**Logic cells by family**

(3 px per um)
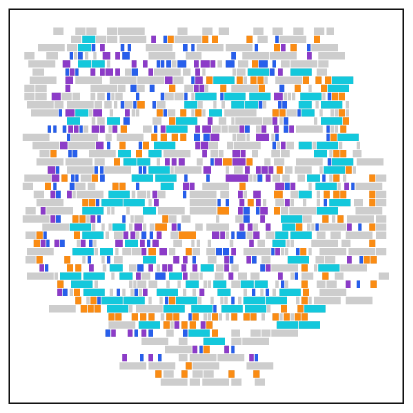
**The clock network**

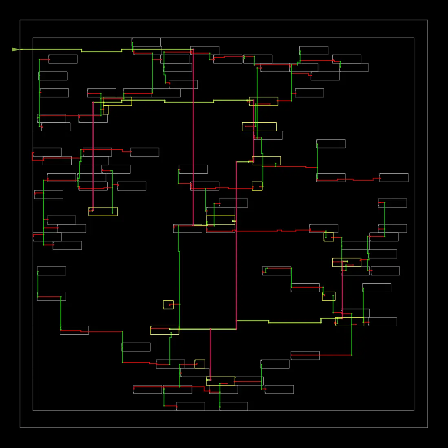
**Metal layers overlaid**

(2 px per um) Only two layers are drawn.
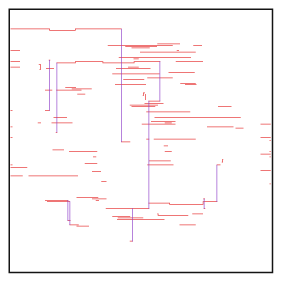
**Pin map**

(3 px per um) Pins as bars across the die edge, other pins in gray.
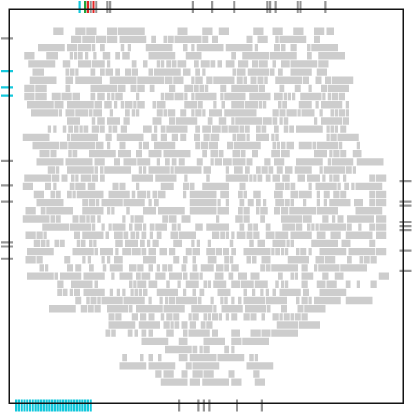
File: src/rtl/fact_pkg.sv
// Shared constants for the factorial accelerator: bus register offsets,
// STATUS bit positions, FSM state encoding and the largest N whose
// factorial fits in a 32-bit result.
package fact_pkg;

  localparam logic [1:0] ADDR_N      = 2'd0;
  localparam logic [1:0] ADDR_GO     = 2'd1;
  localparam logic [1:0] ADDR_STATUS = 2'd2;
  localparam logic [1:0] ADDR_RESULT = 2'd3;

  localparam int STAT_DONE = 0;
  localparam int STAT_ERR  = 1;
  localparam int STAT_BUSY = 2;

  // 12! is the largest factorial that fits in 32 bits.
  localparam int unsigned OVF_LIMIT = 12;

  typedef enum logic [1:0] {
    ST_IDLE = 2'd0,
    ST_BUSY = 2'd1,
    ST_DONE = 2'd2
  } state_e;

endpackage

File: src/rtl/fact_core.sv
// Iterative factorial datapath: one multiply per enabled cycle.
// 'product' is the value the running product takes after the current
// step, so the controller can capture the final answer on the same cycle
// 'last' is raised. 'last' fires when this step brings the count to 1 or
// below, which yields N-1 steps for N>=2 and a single step for N<=1.
module fact_core
  import fact_pkg::*;
#(
  parameter int DATA_W = 32,
  parameter int N_W    = 4
) (
  input  logic              clk,
  input  logic              rst,
  input  logic              start,
  input  logic              en,
  input  logic [N_W-1:0]    n,
  output logic [DATA_W-1:0] product,
  output logic              last,
  output logic              ovf
);

  logic [N_W-1:0]    count_q, count_d;
  logic [DATA_W-1:0] product_q, product_d;
  logic              ovf_q, ovf_d;

  // Upper multiply bits fall off because the product is kept DATA_W wide.
  assign product = (count_q > N_W'(1)) ? product_q * DATA_W'(count_q) : product_q;
  assign last    = ovf_q || (count_q <= N_W'(2));
  assign ovf     = ovf_q;

  // Next-state: load on start, otherwise step while enabled and not finished.
  always_comb begin
    count_d   = count_q;
    product_d = product_q;
    ovf_d     = ovf_q;
    if (start) begin
      count_d   = n;
      product_d = DATA_W'(1);
      ovf_d     = (32'(n) > OVF_LIMIT);
    end else if (en && !last) begin
      product_d = product;
      count_d   = count_q - N_W'(1);
    end
  end

  // Datapath registers, cleared asynchronously.
  always_ff @(posedge clk or negedge rst) begin
    if (!rst) begin
      count_q   <= '0;
      product_q <= '0;
      ovf_q     <= 1'b0;
    end else begin
      count_q   <= count_d;
      product_q <= product_d;
      ovf_q     <= ovf_d;
    end
  end

endmodule

File: src/rtl/fact_accel.sv
// Bus-mapped factorial accelerator: N / GO / STATUS / RESULT registers,
// an IDLE-BUSY-DONE controller and the fact_core datapath.
// Optional feature: define FACT_ACCEL_IRQ_EN to add a one-cycle 'irq'
// output pulsed on the BUSY->DONE transition.
module fact_accel
  import fact_pkg::*;
#(
  parameter int DATA_W = 32,
  parameter int N_W    = 4
) (
  input  logic              clk,
  input  logic              rst,
  input  logic              we,
  input  logic [1:0]        a,
  input  logic [DATA_W-1:0] wd,
  output logic [DATA_W-1:0] rd
`ifdef FACT_ACCEL_IRQ_EN
  ,
  output logic              irq
`endif
);

  state_e            state_q;
  logic [N_W-1:0]    n_q;
  logic [DATA_W-1:0] result_q;
  logic              done_q;
  logic              err_q;
  logic              busy;
  logic              go;
  logic              core_start;
  logic              core_en;
  logic [DATA_W-1:0] core_product;
  logic              core_last;
  logic              core_ovf;
  logic              wd_unused;

  // Only the low N_W bits and bit 0 of the write data carry meaning.
  assign wd_unused = ^wd;

  assign busy       = (state_q == ST_BUSY);
  assign go         = we && (a == ADDR_GO) && wd[0];
  // GO is ignored while a computation is running.
  assign core_start = go && !busy;
  assign core_en    = busy;

  fact_core #(
    .DATA_W (DATA_W),
    .N_W    (N_W)
  ) u_core (
    .clk     (clk),
    .rst     (rst),
    .start   (core_start),
    .en      (core_en),
    .n       (n_q),
    .product (core_product),
    .last    (core_last),
    .ovf     (core_ovf)
  );

  // Operand register; writable in any state, only sampled by the core on GO.
  always_ff @(posedge clk or negedge rst) begin
    if (!rst) begin
      n_q <= '0;
    end else if (we && (a == ADDR_N)) begin
      n_q <= wd[N_W-1:0];
    end
  end

`ifdef FACT_ACCEL_IRQ_EN
  logic irq_q;
  assign irq = irq_q;
`endif

  // Controller FSM with registered status, result and interrupt outputs.
  always_ff @(posedge clk or negedge rst) begin
    if (!rst) begin
      state_q  <= ST_IDLE;
      result_q <= '0;
      done_q   <= 1'b0;
      err_q    <= 1'b0;
`ifdef FACT_ACCEL_IRQ_EN
      irq_q    <= 1'b0;
`endif
    end else begin
`ifdef FACT_ACCEL_IRQ_EN
      irq_q <= 1'b0;
`endif
      case (state_q)
        ST_IDLE, ST_DONE: begin
          if (go) begin
            state_q <= ST_BUSY;
            done_q  <= 1'b0;
            err_q   <= 1'b0;
          end
        end
        ST_BUSY: begin
          if (core_last) begin
            state_q  <= ST_DONE;
            done_q   <= 1'b1;
            err_q    <= core_ovf;
            result_q <= core_ovf ? '0 : core_product;
`ifdef FACT_ACCEL_IRQ_EN
            irq_q    <= 1'b1;
`endif
          end
        end
        default: state_q <= ST_IDLE;
      endcase
    end
  end

  // Combinational read mux; GO reads back as zero.
  always_comb begin
    rd = '0;
    case (a)
      ADDR_N:      rd = DATA_W'(n_q);
      ADDR_GO:     rd = '0;
      ADDR_STATUS: begin
        rd[STAT_BUSY] = busy;
        rd[STAT_ERR]  = err_q;
        rd[STAT_DONE] = done_q;
      end
      ADDR_RESULT: rd = result_q;
      default:     rd = '0;
    endcase
  end

endmodule

File: config.mk
export PLATFORM = sky130hd
export DESIGN_NAME = fact_accel
export DESIGN_NICKNAME = d
export VERILOG_FILES = /design/src/rtl/fact_pkg.sv /design/src/rtl/fact_core.sv /design/src/rtl/fact_accel.sv
export SDC_FILE = /design/constraint.sdc
export NUM_CORES = 1
export LEC_CHECK = 0
export CORE_MARGIN = 4
export CORE_UTILIZATION = 50
export CTS_CLUSTER_DIAMETER = 30
export DETAILED_ROUTE_END_ITERATION = 8
export PLACE_DENSITY_LB_ADDON = 0.3
export SLEW_MARGIN = 0
export SYNTH_ARGS = -nofsm -noshare
export SYNTH_HDL_FRONTEND = slang
export SYNTH_SLANG_ARGS = --single-unit
File: constraint.sdc
create_clock -name clk -period 11.85 [get_ports clk]
set_input_delay 3.555 -clock clk [delete_from_list [all_inputs] [get_ports clk]]
set_output_delay 3.555 -clock clk [all_outputs]
set_load 0.02 [all_outputs]
==> impl_metrics.ini <==
; flow metrics
[status]
status = completed

[final_timing]
finalClockPeriodUsage_pct = 80.98
clock.fmax_mhz = 104.2
tns_ns = 0
final_setup_slack_of_the_worst_path_ns = 2.254
final_hold_viol_count = 0
rsz0062_at_grt = false

[final_layout]
antennaDiodeCount = 0
layout.cells.largest_class = logic gates
fin_cells = 1097
post_route_cell_area_um2 = 8362
nonClkBufAreaFrac_pct = 5.566
ff_latch_area_um2 = 1927

[logic_synthesis]
floorplan.nets = 1023
yosys.area_share.adder_pct = 21.59
simple_gate_area_share_pct = 23.46
netlist_top_cells_count = 117 x and2_1, 116 x inv_1, 100 x nand2_1
yosysCellCount = 890
synth_top_flop_cell = dfrtp_1
yosys.area.top_type_share_pct = 25.53
avg_synthesized_cell_area_um2 = 8.479
flop_and_latch_count_out_of_synthesis = 77
synthDistinctLibCells = 64

[cts]
post_cts_buffers = 0
clkSinkCount = 77
cts.clk_slew.worst_paths_ns = 0.06

[critical_path]
cp_top_delay_family = buffers and inverters
crit_path_start_kind = input port
rr_endpoint = result_q[24]
r2r_cells = 14
r2r_setup_slk_ns = 6.60
crit_path_max_fanout = 32
timing.critical_path.mode_cell = clkdlybuf4s50_1
worstSetupStartpoint = a[1]

[drt]
route.antenna.remaining_nets = 0
met3WireLength_um = 947
detail_route.wirelength.met1_um = 8365
drt_pass1_iterations = 5
dr.max_layer_used = met4
wirelength_um = 18240

[global_route]
grt.met3_usage_pct = 3.415
aggregate_global_route_resource_usage_pct = 23.06
use_met1_pct = 32.62
grt_pass1_vias = 6119
grt_max_degree = 78
grt_pass1_wl_um = 31110
grt_use_met2_pct = 37.32
grt_remaining_overflow = 0

[hold_path]
hp-class = flip-flop to flip-flop
timing.hold.worst_path_depth = 2
timing.hold.worst.start = result_q[19]

[power_and_ir_drop]
pwr_density_cell_nw_per_um2 = 204.4
internal_power_mw = 0.8800
switching_share_pct = 48.51
clock_power_share_pct = 17.3
irDropWorstVdd_v = 0.0001816

[placement]
place_ws_ns = 2.129
placed_cells_incl_taps = 1081

[floorplan]
number_of_well_taps = 184
core_area_um2 = 14640
floorplan.die_area_um2 = 17120
die.size.x_um = 130.9
Notes on 'logic cells by family' above:
Blue marks NAND gates, cells 142. Orange marks AND and OR gates, cells 133, where all over the die. Cyan marks adder and majority cells, cells 96. Purple marks inverting AOI/OAI gates, cells 144.
logic share of the area: 59.76%
top logic cell by instance count in the layout: and2_1

Notes on 'the clock network' above:
Latency at later pin: 0.36 ns
worst clock skew on the final layout: 0.01029 ns

Notes on 'metal layers overlaid' above:
Red marks met3, wire length 948 um. Purple marks met4, wire length 251 um.

Notes on 'pin map' above:
Red marks `a`, pins 2, direction input, edge north. Green marks `we`, pins 1, direction input, edge north. Cyan marks `wd`, pins 32, direction input, edge 28 south, 3 west, 1 north.
All pins by edge: 34 south, 17 north, 10 west, 8 east.

